==> src/rtl/ex_stage_pkg.sv <==
// Shared encodings for the execute stage: ALU controls, forward selects, multiplier FSM states.
package ex_stage_pkg;

    localparam logic [2:0] ALU_AND = 3'b000;
    localparam logic [2:0] ALU_OR  = 3'b001;
    localparam logic [2:0] ALU_ADD = 3'b010;
    localparam logic [2:0] ALU_SUB = 3'b110;
    localparam logic [2:0] ALU_MUL = 3'b011;

    localparam logic [1:0] FW_REG    = 2'b00;
    localparam logic [1:0] FW_MEM_WB = 2'b01;
    localparam logic [1:0] FW_EX_MEM = 2'b10;

    typedef enum logic [1:0] {
        S_IDLE = 2'd0,
        S_BUSY = 2'd1,
        S_DONE = 2'd2
    } state_t;

endpackage

==> src/rtl/ex_stage_seq_multiplier.sv <==
// Fixed-latency shift-add multiplier: one iteration per BUSY cycle, result held for the single DONE cycle.
module seq_multiplier
    import ex_stage_pkg::*;
#(
    parameter int WIDTH      = 32,
    parameter int MUL_CYCLES = WIDTH
) (
    input  logic             clk,
    input  logic             rst_n,
    input  logic             start,
    input  logic             flush,
    input  logic [WIDTH-1:0] a,
    input  logic [WIDTH-1:0] b,
    output logic             busy,
    output logic             done,
    output logic [WIDTH-1:0] product,
    output state_t           state_o
);

    localparam int CNT_W = (MUL_CYCLES > 1) ? $clog2(MUL_CYCLES) : 1;
    localparam logic [CNT_W-1:0] LAST = CNT_W'(MUL_CYCLES - 1);

    state_t           state_q, state_d;
    logic [CNT_W-1:0] cnt_q, cnt_d;
    logic [WIDTH-1:0] mcand_q, mcand_d;
    logic [WIDTH-1:0] mplier_q, mplier_d;
    logic [WIDTH-1:0] prod_q, prod_d;

    always_comb begin
        state_d  = state_q;
        cnt_d    = cnt_q;
        mcand_d  = mcand_q;
        mplier_d = mplier_q;
        prod_d   = prod_q;
        case (state_q)
            S_IDLE: begin
                if (start) begin
                    mcand_d  = a;
                    mplier_d = b;
                    prod_d   = '0;
                    cnt_d    = '0;
                    state_d  = S_BUSY;
                end
            end
            S_BUSY: begin
                if (mplier_q[0]) begin
                    prod_d = prod_q + mcand_q;
                end
                mcand_d  = mcand_q << 1;
                mplier_d = mplier_q >> 1;
                cnt_d    = cnt_q + 1'b1;
                // No early exit on a zero multiplier: latency stays fixed.
                if (cnt_q == LAST) begin
                    state_d = S_DONE;
                end
            end
            S_DONE:  state_d = S_IDLE;
            default: state_d = S_IDLE;
        endcase
        if (flush) begin
            state_d = S_IDLE;
        end
    end

    always_ff @(posedge clk or negedge rst_n) begin
        if (!rst_n) begin
            state_q  <= S_IDLE;
            cnt_q    <= '0;
            mcand_q  <= '0;
            mplier_q <= '0;
            prod_q   <= '0;
        end else begin
            state_q  <= state_d;
            cnt_q    <= cnt_d;
            mcand_q  <= mcand_d;
            mplier_q <= mplier_d;
            prod_q   <= prod_d;
        end
    end

    assign busy    = (state_q == S_BUSY);
    assign done    = (state_q == S_DONE);
    assign product = prod_q;
    assign state_o = state_q;

endmodule

==> src/rtl/ex_stage.sv <==
// Execute stage: operand forwarding, single-cycle ALU, and a stalling sequential multiply.
module ex_stage
    import ex_stage_pkg::*;
#(
    parameter int WIDTH      = 32,
    parameter int MUL_CYCLES = WIDTH
) (
    input  logic             clk,
    input  logic             rst_n,
    input  logic             valid_i,
    input  logic             flush_i,
    input  logic [2:0]       ALUCtrl,
    input  logic             ALUSrc,
    input  logic [1:0]       ForwardA,
    input  logic [1:0]       ForwardB,
    input  logic [WIDTH-1:0] RsData,
    input  logic [WIDTH-1:0] RtData,
    input  logic [WIDTH-1:0] Imm,
    input  logic [WIDTH-1:0] EX_MEM_ALUResult,
    input  logic [WIDTH-1:0] MEM_WB_WriteData,
    output logic [WIDTH-1:0] ALU_Result,
    output logic [WIDTH-1:0] WriteData,
    output logic             result_valid,
    output logic             Stall
);

    logic [WIDTH-1:0] op_a, fwd_b, op_b, alu_res, mul_product;
    logic             mul_busy, mul_done, mul_idle, mul_issue, live;
    state_t           mul_state;

    always_comb begin
        case (ForwardA)
            FW_EX_MEM: op_a = EX_MEM_ALUResult;
            FW_MEM_WB: op_a = MEM_WB_WriteData;
            default:   op_a = RsData;
        endcase
        case (ForwardB)
            FW_EX_MEM: fwd_b = EX_MEM_ALUResult;
            FW_MEM_WB: fwd_b = MEM_WB_WriteData;
            default:   fwd_b = RtData;
        endcase
        op_b = ALUSrc ? Imm : fwd_b;
    end

    assign WriteData = fwd_b;

    always_comb begin
        case (ALUCtrl)
            ALU_AND: alu_res = op_a & op_b;
            ALU_OR:  alu_res = op_a | op_b;
            ALU_ADD: alu_res = op_a + op_b;
            ALU_SUB: alu_res = op_a - op_b;
            default: alu_res = '0;
        endcase
    end

    // rst_n gates the outputs so nothing leaks out while reset is asserted.
    assign live      = rst_n & valid_i & ~flush_i;
    assign mul_idle  = (mul_state == S_IDLE);
    assign mul_issue = live & mul_idle & (ALUCtrl == ALU_MUL);

    seq_multiplier #(
        .WIDTH      (WIDTH),
        .MUL_CYCLES (MUL_CYCLES)
    ) u_mul (
        .clk     (clk),
        .rst_n   (rst_n),
        .start   (mul_issue),
        .flush   (flush_i),
        .a       (op_a),
        .b       (op_b),
        .busy    (mul_busy),
        .done    (mul_done),
        .product (mul_product),
        .state_o (mul_state)
    );

    // The frozen MUL still sits in ID/EX during DONE; it is consumed there, not re-issued.
    always_comb begin
        ALU_Result   = '0;
        result_valid = 1'b0;
        Stall        = mul_busy | mul_issue;
        if (mul_done && !flush_i) begin
            ALU_Result   = mul_product;
            result_valid = 1'b1;
        end else if (mul_idle && live && ALUCtrl != ALU_MUL) begin
            ALU_Result   = alu_res;
            result_valid = 1'b1;
        end
    end

endmodule

==> config.mk <==
export PLATFORM = sky130hd
export DESIGN_NAME = ex_stage
export DESIGN_NICKNAME = d
export VERILOG_FILES = /design/src/rtl/ex_stage_pkg.sv /design/src/rtl/ex_stage_seq_multiplier.sv /design/src/rtl/ex_stage.sv
export SDC_FILE = /design/constraint.sdc
export NUM_CORES = 1
export LEC_CHECK = 0
export ABC_AREA = 1
export CORE_ASPECT_RATIO = 0.7
export CORE_MARGIN = 2
export CORE_UTILIZATION = 35
export DETAILED_ROUTE_END_ITERATION = 8
export SLEW_MARGIN = 20
export SYNTH_ARGS = -nofsm -noshare
export SYNTH_HDL_FRONTEND = slang
export SYNTH_SLANG_ARGS = --single-unit
==> constraint.sdc <==
create_clock -name clk -period 10.1 [get_ports clk]
set_input_delay 1.515 -clock clk [delete_from_list [all_inputs] [get_ports clk]]
set_output_delay 1.515 -clock clk [all_outputs]
set_load 0.01 [all_outputs]
==> run_1/wire_density.png <==
22 x 16 tiles, from black (low) to pale yellow (high), scaled to the fullest tile. Values are wire area over tile area, all layers added.
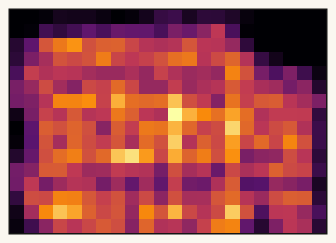
- emptiest ninth of the die: north-east
- tiles over half the peak: 44%
- densest ninth of the die: center
- nearly empty tiles: 8.0%
drt total wl: 51.8 mm
Routed WL per cell: 20.3 um
Vias: 14300
Total GRT Usage: 0.294

==> run_1/zoom.png <==
The bar under the picture is 10 um long. Region (99, 35) to (124, 60) um. Cells in gray, sequential cells in the stronger gray; small squares are vias.
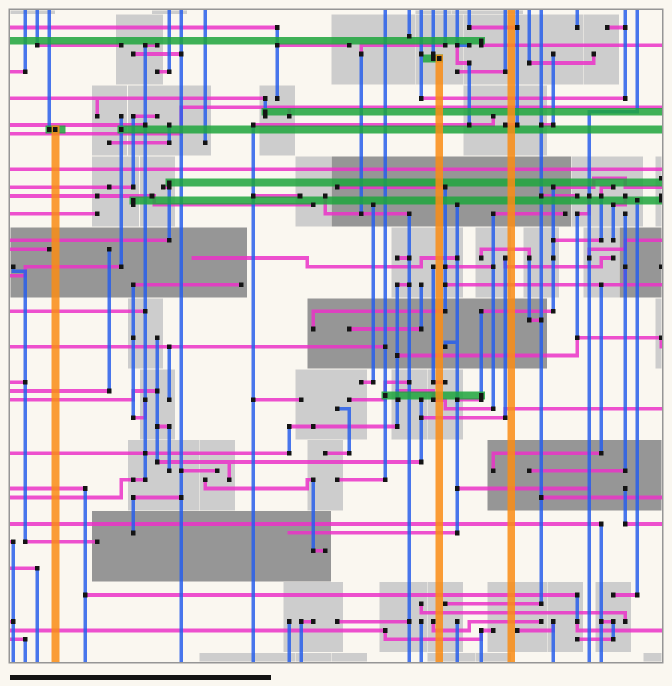
- met2: blue
- met3: green
- met1: magenta
- met4: orange
- cells with their middle in the window: 36
- netlist names of flops here include: `u_mul.mplier_q` (5)
- most frequent: nand2_1 (15), dfrtp_1 (5), o211ai_1 (4)
- sequential cells in the window: 5

==> run_1/final_placement.png <==
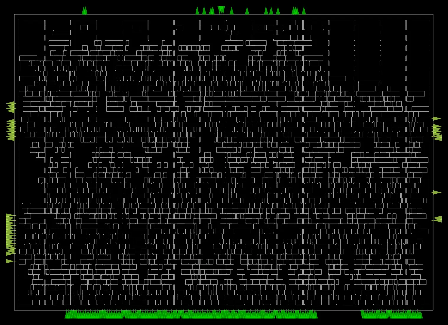
fraction of area in registers: 0.172
core area: 0.0334 mm^2

==> results.sh, run 1 <==
# flow metrics
export IMPL_edf_count=0
export IMPL_outcome="completed"
export IMPL_synth_distinct_cells=48
export IMPL_slew_headroom=0.320
export IMPL_ff_type="dfrtp_1"
export IMPL_comb_area_frac=0.549
export IMPL_logic_family="simple AND/OR/NAND/NOR gates"
export IMPL_antenna_found_initial=0
export IMPL_drt_iter0_markers=1556
export IMPL_cts_resized=0
export IMPL_top_cells_by_count="nand2_1, inv_1, o21ai_0"
export IMPL_initial_core_util=0.355
export IMPL_grt_overflow=0
export IMPL_grt_max_degree=62
export IMPL_biggestCellCategory="combinational gates"
export IMPL_first_pass_iters=5
export IMPL_whs_path_depth=1
export IMPL_tap_cells=435
export IMPL_tightest_slew_ns=1.01
export IMPL_yosysCellCount=1919
export IMPL_drc=0
export IMPL_cts_setup_buffers=0
export IMPL_cp_depth=25
export IMPL_skew_ns=0.0110
export IMPL_yosysTopAreaCell="dfrtp_1"
export IMPL_final_setup_tns_ns=0
export IMPL_comb_cells=1542
export IMPL_period_needed_ns=9.10
export IMPL_finalClockPeriodUsage=0.901
export IMPL_area_growth_pct=26.1
export IMPL_reg2reg_slack_ns=6.58
export IMPL_syn_mean_instance_area_um2=6.18
export IMPL_synth_top_area_share=0.217
export IMPL_grt_pass1_wl_mm=79.9
export IMPL_bufAreaShareNonClock=0.170
export IMPL_cts_made_buffers=9
export IMPL_crit_type="primary input to primary output"
export IMPL_ys_area_mm2=0.0119
export IMPL_clk_pin_slew_ns=0.07
export IMPL_ys_sh_xor=0.0266
export IMPL_place_congestion=0.969
export IMPL_fp_dieW_um=224
export IMPL_hp_class="register to register"
export IMPL_hold_end="u_mul.cnt_q[3]"
export IMPL_clock_sinks=103
export IMPL_final_core_util=0.447
export IMPL_num_clock_buffers=11
export IMPL_cp_start_kind="primary input"
export IMPL_clkLatencyLatePin_ns=0.39
export IMPL_drive_above_1_share=0.0392
export IMPL_ys_warn_count=0
export IMPL_place_hpwl_mm=41.3
export IMPL_rsz0062_at_grt="no"
export IMPL_cts_root_buf="clkbuf_16"
export IMPL_ir_drop_uv=126
export IMPL_nFlopsAndLatches=103
export IMPL_setup_viol=0
export IMPL_cp_max_fo=57
export IMPL_most_common_cell="nand2_1"
export IMPL_min_from="u_mul.cnt_q[3]"
export IMPL_max_stage_delay_ns=0.70
export IMPL_clock_path_buffers=2
export IMPL_p_leak_nw=7.01
export IMPL_arrival_ns=7.58
run 1: through the flow:
step / power, W / cells / area (um^2) / setup WS, ns
floorplan: 0.00184 / 1919 / 11900 / 3.65
global placement: 0.00240 / 2536 / 14600 / 1.25
detailed placement: 0.00241 / 2536 / 14600 / 1.20
CTS: 0.00285 / 2552 / 14900 / 1.18
global route: 0.00313 / 2552 / 14900 / 0.715
finish: 0.00288 / 2552 / 14900 / 1.00
run 1: cell usage in the layout, fill, tap and decap left out, drive strengths merged, types with 4 or more instances in the layout:
| master | synthesis | routed |
|---|---|---|
| nand3 | 117 | 117 |
| or2 | 41 | 41 |
| o21ai | 186 | 186 |
| buf | 25 | 24 |
| o221ai | 15 | 15 |
| o21bai | 7 | 7 |
| clkdlybuf4s50 | 0 | 236 |
| nand2 | 575 | 575 |
| inv | 194 | 196 |
| o311ai | 4 | 4 |
| a21o | 7 | 7 |
| o211ai | 32 | 32 |
| ha | 77 | 77 |
| nor3 | 21 | 21 |
| a221o | 30 | 30 |
| o21a | 7 | 7 |
| a21boi | 4 | 4 |
| a31oi | 13 | 13 |
| a21oi | 160 | 160 |
| nor4 | 5 | 5 |
| clkbuf | 53 | 11 |
| xor2 | 33 | 33 |
| nand4 | 14 | 14 |
| o22ai | 47 | 47 |
| nor2 | 128 | 128 |
| a221oi | 7 | 7 |
| dfrtp | 103 | 103 |
run 1: state kept, by name (all words and copies together) (netlist names):
register        count
u_mul.cnt_q         5
u_mul.mcand_q      32
u_mul.mplier_q     32
u_mul.product      32
u_mul.state_o       2
run 1: worst max path at each step:
stage                 from              to  slack [ns]
2_1_floorplan  ForwardB[0]  ALU_Result[31]        3.65
3_5_place_dp   ForwardB[0]  ALU_Result[20]        1.20
4_1_cts        ForwardB[0]  ALU_Result[20]        1.18
3_3_place_gp   ForwardB[0]  ALU_Result[25]        1.25
5_1_grt        ForwardB[0]  ALU_Result[24]        0.71
6_report       ForwardB[0]  ALU_Result[20]        1.00
run 1: worst reg2reg max path: stages, from the launching register on:
cell,delay [ns]
dfrtp_1,0.38
inv_1,0.09
nand2_1,0.06
buf_4,0.27
nor2_1,0.59
inv_1,0.65
nand2_1,0.52
buf_4,0.33
inv_1,0.29
nand2_1,0.11
o21ai_0,0.08
run 1: where the power goes:
group | leakage [nW] | switching (W) | internal [W] | total, W
clock network | 0.167 | 0.000190 | 0.000233 | 0.000424
registers | 1.25 | 0.000117 | 0.000566 | 0.000684
logic | 5.59 | 0.00115 | 0.000622 | 0.00177
total | 7.01 | 0.00146 | 0.00142 | 0.00288
run 1: metal layers:
layer | up-vias | track usage | part of all wire
met4 | 0 | 0.0641 | 0.019
met5 | - | 0 | 0
met1 | 6795 | 0.425 | 0.48
li1 | 6911 | - | -
met2 | 515 | 0.463 | 0.44
met3 | 51 | 0.0432 | 0.067
run 1: kinds of logic (layout without fill, tap and decap cells):
| logic type | count (synthesis) | in the layout |
|---|---|---|
| xor gates and xnor gates | 36 | 36 |
| adders and majority gates | 79 | 79 |
| AOI/OAI and AO/OA | 524 | 524 |
| and+or+nand+nor | 903 | 903 |
| buffers and inverters | 274 | 472 |
| DFF | 103 | 103 |
==> run 2: changes to the inputs <==
--- a/config.mk
+++ b/config.mk
@@ -10,7 +10,7 @@
 export CORE_MARGIN = 2
 export CORE_UTILIZATION = 35
 export DETAILED_ROUTE_END_ITERATION = 8
-export SLEW_MARGIN = 20
+export GPL_TIMING_DRIVEN = 0
 export SYNTH_ARGS = -nofsm -noshare
 export SYNTH_HDL_FRONTEND = slang
 export SYNTH_SLANG_ARGS = --single-unit
==> run_2/zoom.png <==
The bar under the picture is 10 um long. Region (99, 35) to (124, 60) um. Cells in gray, sequential cells in the stronger gray; small squares are vias.
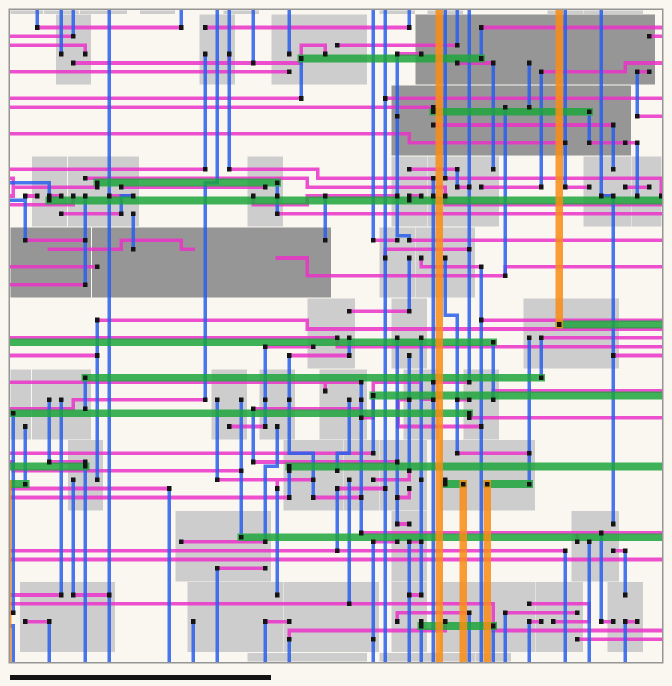
- met4: orange
- met1: magenta
- met3: green
- met2: blue
- most frequent: nand2_1 (16), clkdlybuf4s50_1 (7)
- cells with their middle in the window: 39
- netlist names of flops here include: `u_mul.mplier_q` (3)
- sequential cells in the window: 3

==> results.sh, run 2 <==
# flow metrics
export IMPL_period_needed_ns=9.42
export IMPL_cp_data_required_time_ns=8.59
export IMPL_wire_per_inst_um=23.3
export IMPL_die_h_um=158
export IMPL_endpoint_kind="primary output"
export IMPL_synth_top_area_share=0.217
export IMPL_crit_type="primary input to primary output"
export IMPL_vias=15000
export IMPL_power_density_mw_per_mm2=193
export IMPL_grt_pass1_vias=13600
export IMPL_grt_use_total=0.339
export IMPL_clock_fmax_mhz=106
export IMPL_cp_depth=33
export IMPL_setup_viol=0
export IMPL_crit_top_cell="nand2_1"
export IMPL_reg2reg_slack_ns=7.08
export IMPL_outcome="completed"
export IMPL_cp_top_family="simple AND/OR/NAND/NOR gates"
export IMPL_nNetsFinal=2418
export IMPL_final_common_cell="nand2_1"
export IMPL_antennaDiodeCount=0
export IMPL_regArea_mm2=0.00258
export IMPL_grt_pass1_wl_mm=87.5
export IMPL_place_area_mm2=0.0148
export IMPL_drc=0
export IMPL_yosysTopAreaCell="dfrtp_1"
export IMPL_seq_area_frac_synth=0.217
export IMPL_edf_count=0
export IMPL_warning_count=36
export IMPL_hold_viol_final=0
export IMPL_ys_area_mm2=0.0119
export IMPL_clock_path_buffers=2
export IMPL_pin_count=238
export IMPL_maxCapViolCount=0
export IMPL_arrival_ns=7.91
export IMPL_tightest_slew_ns=1.25
export IMPL_crit_buf_inv=7
export IMPL_wl_mm=60.7
export IMPL_syn_num_nets=2170
export IMPL_yosysCellCount=1919
export IMPL_slew_headroom=0.162
export IMPL_reg2reg_depth=7
export IMPL_cts_tree="done"
export IMPL_via_per_inst=5.74
export IMPL_clk_pin_slew_ns=0.08
export IMPL_cts_setup_buffers=0
export IMPL_port_buffer_count=236
export IMPL_antenna_found_initial=0
export IMPL_cts_root_buf="clkbuf_16"
export IMPL_ys_flops=103
export IMPL_initial_core_util=0.355
export IMPL_area_growth_pct=27.4
export IMPL_first_pass_iters=6
export IMPL_fin_cells=2607
export IMPL_drt_iter0_markers=2013
export IMPL_fp_dieW_um=224
export IMPL_drtAntennaViolNets=0
export IMPL_worstSetupStartpoint="ForwardB[0]"
export IMPL_slowest_stage="clkdlybuf4s50_1"
export IMPL_grt_max_degree=62
export IMPL_stdcell_area_mm2=0.0151
export IMPL_row_count=56
export IMPL_max_stage_delay_ns=0.54
export IMPL_r2r_end="u_mul.product[26]"
export IMPL_layout_top_cells="nand2_1, clkdlybuf4s50_1, inv_1, o21ai_0, a21oi_1"
export IMPL_top_cells_by_count="nand2_1, inv_1, o21ai_0"
export IMPL_dieArea_mm2=0.0354
export IMPL_comb_area_mm2=0.00819
export IMPL_cts_resized=0
export IMPL_drive_above_1_share=0.0364
export IMPL_ir_drop_uv=90.2
export IMPL_worstReg2RegStart="u_mul.state_o[1]"
export IMPL_place_congestion=0.971
export IMPL_nFillCells=3557
export IMPL_core_mm2=0.0334
export IMPL_p_leak_nw=7.06
export IMPL_synthCells=1919
export IMPL_finalClockPeriodUsage=0.933
export IMPL_most_common_cell="nand2_1"
export IMPL_async_flop_share=1.00
export IMPL_place_hpwl_mm=50.5
export IMPL_hp_class="register to register"
export IMPL_grt_overflow=0
export IMPL_rsz0062_at_grt="no"
export IMPL_drv_slew=0
export IMPL_cp_start_kind="primary input"
export IMPL_ff_type="dfrtp_1"
export IMPL_hold_buffers=0
export IMPL_cp_max_fo=10
export IMPL_placed_cells=2591
export IMPL_ys_warn_count=0
export IMPL_synth_area_top_cells="dfrtp_1, nand2_1, ha_1"
export IMPL_critPathCapture="ALU_Result[31]"
export IMPL_cts_made_buffers=9
export IMPL_htreeDepth=3
export IMPL_clock_sinks=103
export IMPL_syn_mean_instance_area_um2=6.18
export IMPL_synth_distinct_cells=48
export IMPL_syn_cell_area_mm2=0.0119
==> run_2/clock_map.png <==
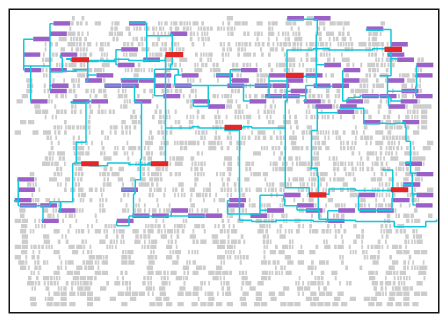
- flip-flops: purple (count 103)
- cells driving clock nets: red (count 9)
- clock wires: cyan (length 1930 um)
- routed clock nets: 10
Skew-Pair Late Insertion Delay: 0.39 ns
clock power share: 0.137
clk_skew: 0.00794 ns
Clk power: 0.000398 W

[run 2: how the worst min path moves through the flow]
stage	startpoint	endpoint	slack, ns	cells after the start
after global placement	u_mul.cnt_q[3]	u_mul.cnt_q[3]	0.46	1
after global routing	u_mul.cnt_q[3]	u_mul.cnt_q[3]	0.52	1
final	u_mul.cnt_q[3]	u_mul.cnt_q[3]	0.48	1
after detailed placement	u_mul.cnt_q[3]	u_mul.cnt_q[3]	0.46	1
after floorplan	u_mul.cnt_q[3]	u_mul.cnt_q[3]	0.44	1
after CTS	u_mul.cnt_q[3]	u_mul.cnt_q[3]	0.48	1
[run 2: cell families (layout without fill, tap and decap cells)]
family | Yosys count | in the layout | synth area share
AND-OR/OR-AND | 524 | 524 | 0.263
XOR/XNOR | 36 | 36 | 0.0266
adder cells (fa/ha/maj) | 79 | 79 | 0.0847
buffers and inverters | 274 | 527 | 0.0912
flip-flops | 103 | 103 | 0.217
AND/OR/NAND/NOR | 903 | 903 | 0.317
[run 2: final cells by class]
| type | instances | area share |
|---|---|---|
| multi-input combinational | 1542 | 0.543 |
| sequential | 103 | 0.171 |
| timing repair buffer | 237 | 0.158 |
| inverter | 196 | 0.0489 |
| tap | 435 | 0.0360 |
| buffer | 78 | 0.0227 |
| clock buffer | 10 | 0.0158 |
| clock inverter | 6 | 0.00497 |
[run 2: worst reg2reg max path: cells and delay by family, from the launching register on]
family | cells | cell delay, ns
flip-flops | 1 | 0.38
buffers and inverters | 3 | 1.04
AND/OR/NAND/NOR | 3 | 1.23
AND-OR/OR-AND | 1 | 0.21
[run 2: layer usage]
| metal | GRT usage | wire (um) | vias to the layer above |
|---|---|---|---|
| met2 | 0.496 | 24700 | 783 |
| li1 | - | - | 7020 |
| met4 | 0.0752 | 1230 | 0 |
| met5 | 0 | 0 | - |
| met1 | 0.493 | 28500 | 7107 |
| met3 | 0.0887 | 6290 | 67 |
[run 2: power breakdown]
part | leakage [nW] | switching [W] | total (W) | internal [W]
Sequential | 1.25 | 0.000118 | 0.000684 | 0.000566
Clock | 0.152 | 0.000195 | 0.000398 | 0.000203
Combinational | 5.65 | 0.00120 | 0.00183 | 0.000628
Total | 7.06 | 0.00151 | 0.00291 | 0.00140
[run 2: per-stage QoR]
stage                     setup WS (ns)   util  hold slack [ns]  setup TNS (ns)  power [W]
after detailed placement          0.972  0.442            0.464               0    0.00245
after global placement          -0.0218  0.442            0.462         -0.0218    0.00243
after global routing              0.342  0.452            0.519               0    0.00314
after CTS                         0.922  0.452            0.483               0    0.00286
final                             0.677  0.452            0.484               0    0.00291
after floorplan                    3.65      -            0.441               0    0.00184
==> run 3: changes to the inputs <==
--- a/config.mk
+++ b/config.mk
@@ -5,7 +5,6 @@
 export SDC_FILE = /design/constraint.sdc
 export NUM_CORES = 1
 export LEC_CHECK = 0
-export ABC_AREA = 1
 export CORE_ASPECT_RATIO = 0.7
 export CORE_MARGIN = 2
 export CORE_UTILIZATION = 35
==> run_3/gate_families.png <==
The bar under the picture is 50 um long.
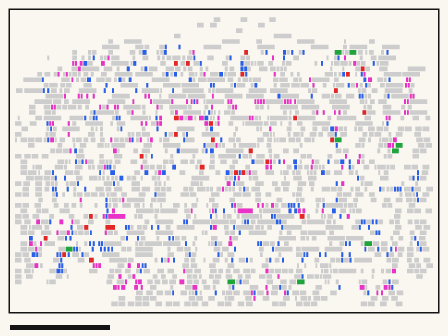
- NOR gates: magenta (cells 183; where widely spread)
- AND and OR gates: red (cells 27)
- NAND gates: blue (cells 259; where widely spread)
- multiplexers: green (cells 9)

==> results.sh, run 3 <==
# flow metrics
export IMPL_synth_area_top_cells="dfrtp_1, ha_1, o21ai_0"
export IMPL_cp_data_required_time_ns=8.59
export IMPL_reg2reg_slack_ns=6.44
export IMPL_clock_sinks=103
export IMPL_core_mm2=0.0300
export IMPL_arrival_ns=8.32
export IMPL_yosysTopAreaCell="dfrtp_1"
export IMPL_ir_drop_uv=73.1
export IMPL_crit_type="primary input to primary output"
export IMPL_cp_start_kind="primary input"
export IMPL_rsz0062_at_grt="no"
export IMPL_grt_max_degree=59
export IMPL_combPwrFrac=0.556
export IMPL_ff_type="dfrtp_1"
export IMPL_grt_pass1_wl_mm=68.1
export IMPL_grt_overflow=0
export IMPL_whs_path_depth=2
export IMPL_tightest_slew_ns=1.20
export IMPL_yosysCellCount=1429
export IMPL_top_cells_by_count="nand2_1, o21ai_0, nor2_1"
export IMPL_power_density_mw_per_mm2=167
export IMPL_syn_cell_area_mm2=0.0107
export IMPL_maxCapViolCount=0
export IMPL_p_int_w=0.00130
export IMPL_fin_ws_ns=0.265
export IMPL_initial_core_util=0.356
export IMPL_edf_count=0
export IMPL_outcome="completed"
export IMPL_period_needed_ns=9.84
export IMPL_pre_cts_ws_ns=-1.08
export IMPL_finalClockPeriodUsage=0.974
export IMPL_nNetsFinal=1925
export IMPL_first_pass_iters=5
export IMPL_clk_pin_slew_ns=0.07
export IMPL_cts_made_buffers=9
export IMPL_most_common_cell="nand2_1"
export IMPL_skew_ns=0.00948
export IMPL_ys_warn_count=0
export IMPL_stdcell_area_mm2=0.0139
export IMPL_endpoint_kind="primary output"
export IMPL_warning_count=36
export IMPL_clock_fmax_mhz=102
export IMPL_drt_iter0_markers=1113
export IMPL_area_growth_pct=30.2
export IMPL_setup_viol=0
export IMPL_pin_count=238
export IMPL_hp_class="register to register"
export IMPL_pwr_share_seq=0.276
export IMPL_grt_pass1_vias=11600
export IMPL_seq_area_frac_synth=0.241
export IMPL_drtAntennaViolNets=0
export IMPL_fp_dieW_um=213
export IMPL_drc=0
export IMPL_synth_distinct_cells=68
export IMPL_htreeDepth=3
export IMPL_ys_flops=103
export IMPL_async_flop_share=1.00
export IMPL_antenna_found_initial=0
export IMPL_port_buffer_count=235
export IMPL_clkLatencyLatePin_ns=0.39
export IMPL_place_hpwl_mm=37.7
export IMPL_ys_area_mm2=0.0107
export IMPL_sw_frac_of_total=0.440
export IMPL_syn_mean_instance_area_um2=7.49
export IMPL_p_clk_frac=0.167
export IMPL_antennaDiodeCount=0
export IMPL_reg2reg_depth=11
export IMPL_hold_viol_final=0
export IMPL_synthCells=1429
export IMPL_wl_mm=45.5
export IMPL_grt_use_total=0.284
export IMPL_row_count=53
export IMPL_via_per_inst=5.77
export IMPL_cp_max_fo=10
export IMPL_p_leak_nw=5.83
export IMPL_synth_top_area_share=0.241
export IMPL_dieArea_mm2=0.0320
export IMPL_cts_tree="done"
export IMPL_vias=12100
export IMPL_power_switching_w=0.00102
export IMPL_layout_top_cells="clkdlybuf4s50_1, nand2_1, o21ai_0, nor2_1, a22oi_1"
export IMPL_place_congestion=0.920
export IMPL_cts_root_buf="clkbuf_16"
export IMPL_final_common_cell="clkdlybuf4s50_1"
export IMPL_syn_num_nets=1680
export IMPL_wire_per_inst_um=21.7
export IMPL_drive_above_1_share=0.0334
export IMPL_hold_buffers=0
export IMPL_die_h_um=150
export IMPL_drv_slew=0
export IMPL_slew_headroom=0.196
export IMPL_place_area_mm2=0.0136
export IMPL_clock_path_buffers=2
==> run_3/clock_map.png <==
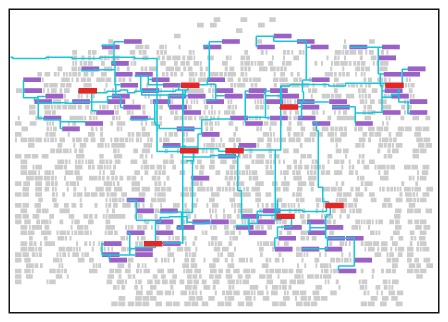
- cells driving clock nets: red (count 9)
- flip-flops: purple (count 103)
- clock wires: cyan (length 1720 um)
- routed clock nets: 10

==> run 3: cells by family (layout without fill, tap and decap cells) <==
logic type | Yosys count | after routing | share of synthesized area
compound gates | 535 | 535 | 0.324
simple gates | 469 | 469 | 0.191
buf+inv | 122 | 372 | 0.0463
fa+ha+maj | 109 | 109 | 0.122
flops | 103 | 103 | 0.241
xor+xnor | 82 | 82 | 0.0671
mux | 9 | 9 | 0.00877
==> run 3: power groups by stage <==
stage	Clock (W)	Combinational, W	Sequential [W]
after floorplan	0	0.000909	0.000605
after global placement	0	0.00125	0.000644
after detailed placement	0	0.00127	0.000646
after CTS	0.000395	0.00128	0.000639
after global routing	0.000411	0.00143	0.000654
final	0.000388	0.00129	0.000641
==> run 3: path summary, 6_finish.rpt <==
kind	start	end
worst max-delay path	ForwardB[0]	ALU_Result[31]
worst min-delay path	u_mul.mplier_q[11]	u_mul.mplier_q[11]
worst max register to register	u_mul.mcand_q[0]	u_mul.product[30]
worst min register to register	u_mul.mplier_q[11]	u_mul.mplier_q[11]
max in group asynchronous	rst_n	u_mul.product[10]
min in group asynchronous	rst_n	u_mul.mcand_q[25]
==> run 3: final cells by class <==
| cell class | instances | area (um^2) |
|---|---|---|
| Timing Repair Buffer | 236 | 2380 |
| Clock inverter | 6 | 73.8 |
| Sequential cell | 103 | 2580 |
| Buffer | 82 | 352 |
| Tap cell | 412 | 515 |
| Clock buffer | 10 | 239 |
| Inverter | 38 | 143 |
| Multi-Input combinational cell | 1204 | 7660 |
| Fill cell | 3059 | 16100 |
==> run 3: metrics by stage <==
stage	cells	power, W	util	TNS, ns	hold slack [ns]
2_1_floorplan	1429	0.00151	-	0	0.449
3_3_place_gp	2076	0.00190	0.452	-9.41	0.470
3_5_place_dp	2077	0.00192	0.453	-7.68	0.474
4_1_cts	2091	0.00231	0.463	0	0.489
5_1_grt	2091	0.00250	0.464	0	0.522
6_report	2091	0.00232	0.464	0	0.498
==> run 3: worst max-delay path, cell delays in order <==
cell             delay (ns)
clkdlybuf4s50_1        0.49
inv_1                  0.05
ha_1                   0.29
buf_6                  0.14
buf_2                  0.20
a221oi_1               0.46
nor3_1                 0.12
a21oi_2                0.28
ha_1                   0.28
a21boi_0               0.27
nor4b_4                0.40
nand2_1                0.14
nor2_1                 0.24
a21oi_1                0.13
xnor2_1                0.16
ha_1                   0.29
or2_2                  0.32
a211o_1                0.29
a31o_1                 0.22
o211ai_1               0.39
nand2b_1               0.17
a221oi_1               0.42
xnor2_1                0.17
o21ai_1                0.28
clkdlybuf4s50_1        0.61
==> run 3: per-layer routing <==
| metal | GRT usage | share of wire | vias to the layer above |
|---|---|---|---|
| met4 | 0.0671 | 0.017 | 0 |
| met5 | 0 | 0 | - |
| met2 | 0.429 | 0.42 | 506 |
| met3 | 0.0709 | 0.093 | 48 |
| met1 | 0.405 | 0.47 | 5770 |
| li1 | - | - | 5741 |
==> run 3: repair_timing <==
| action | CTS | global route |
|---|---|---|
| endpoints found under the setup margin | 16 | 2 |
| pin swaps | 0 | 0 |
| resized | 2 | 6 |
| buffers inserted | 0 | 0 |
Power figures rest on the tool's default switching activity, not on a simulated workload.
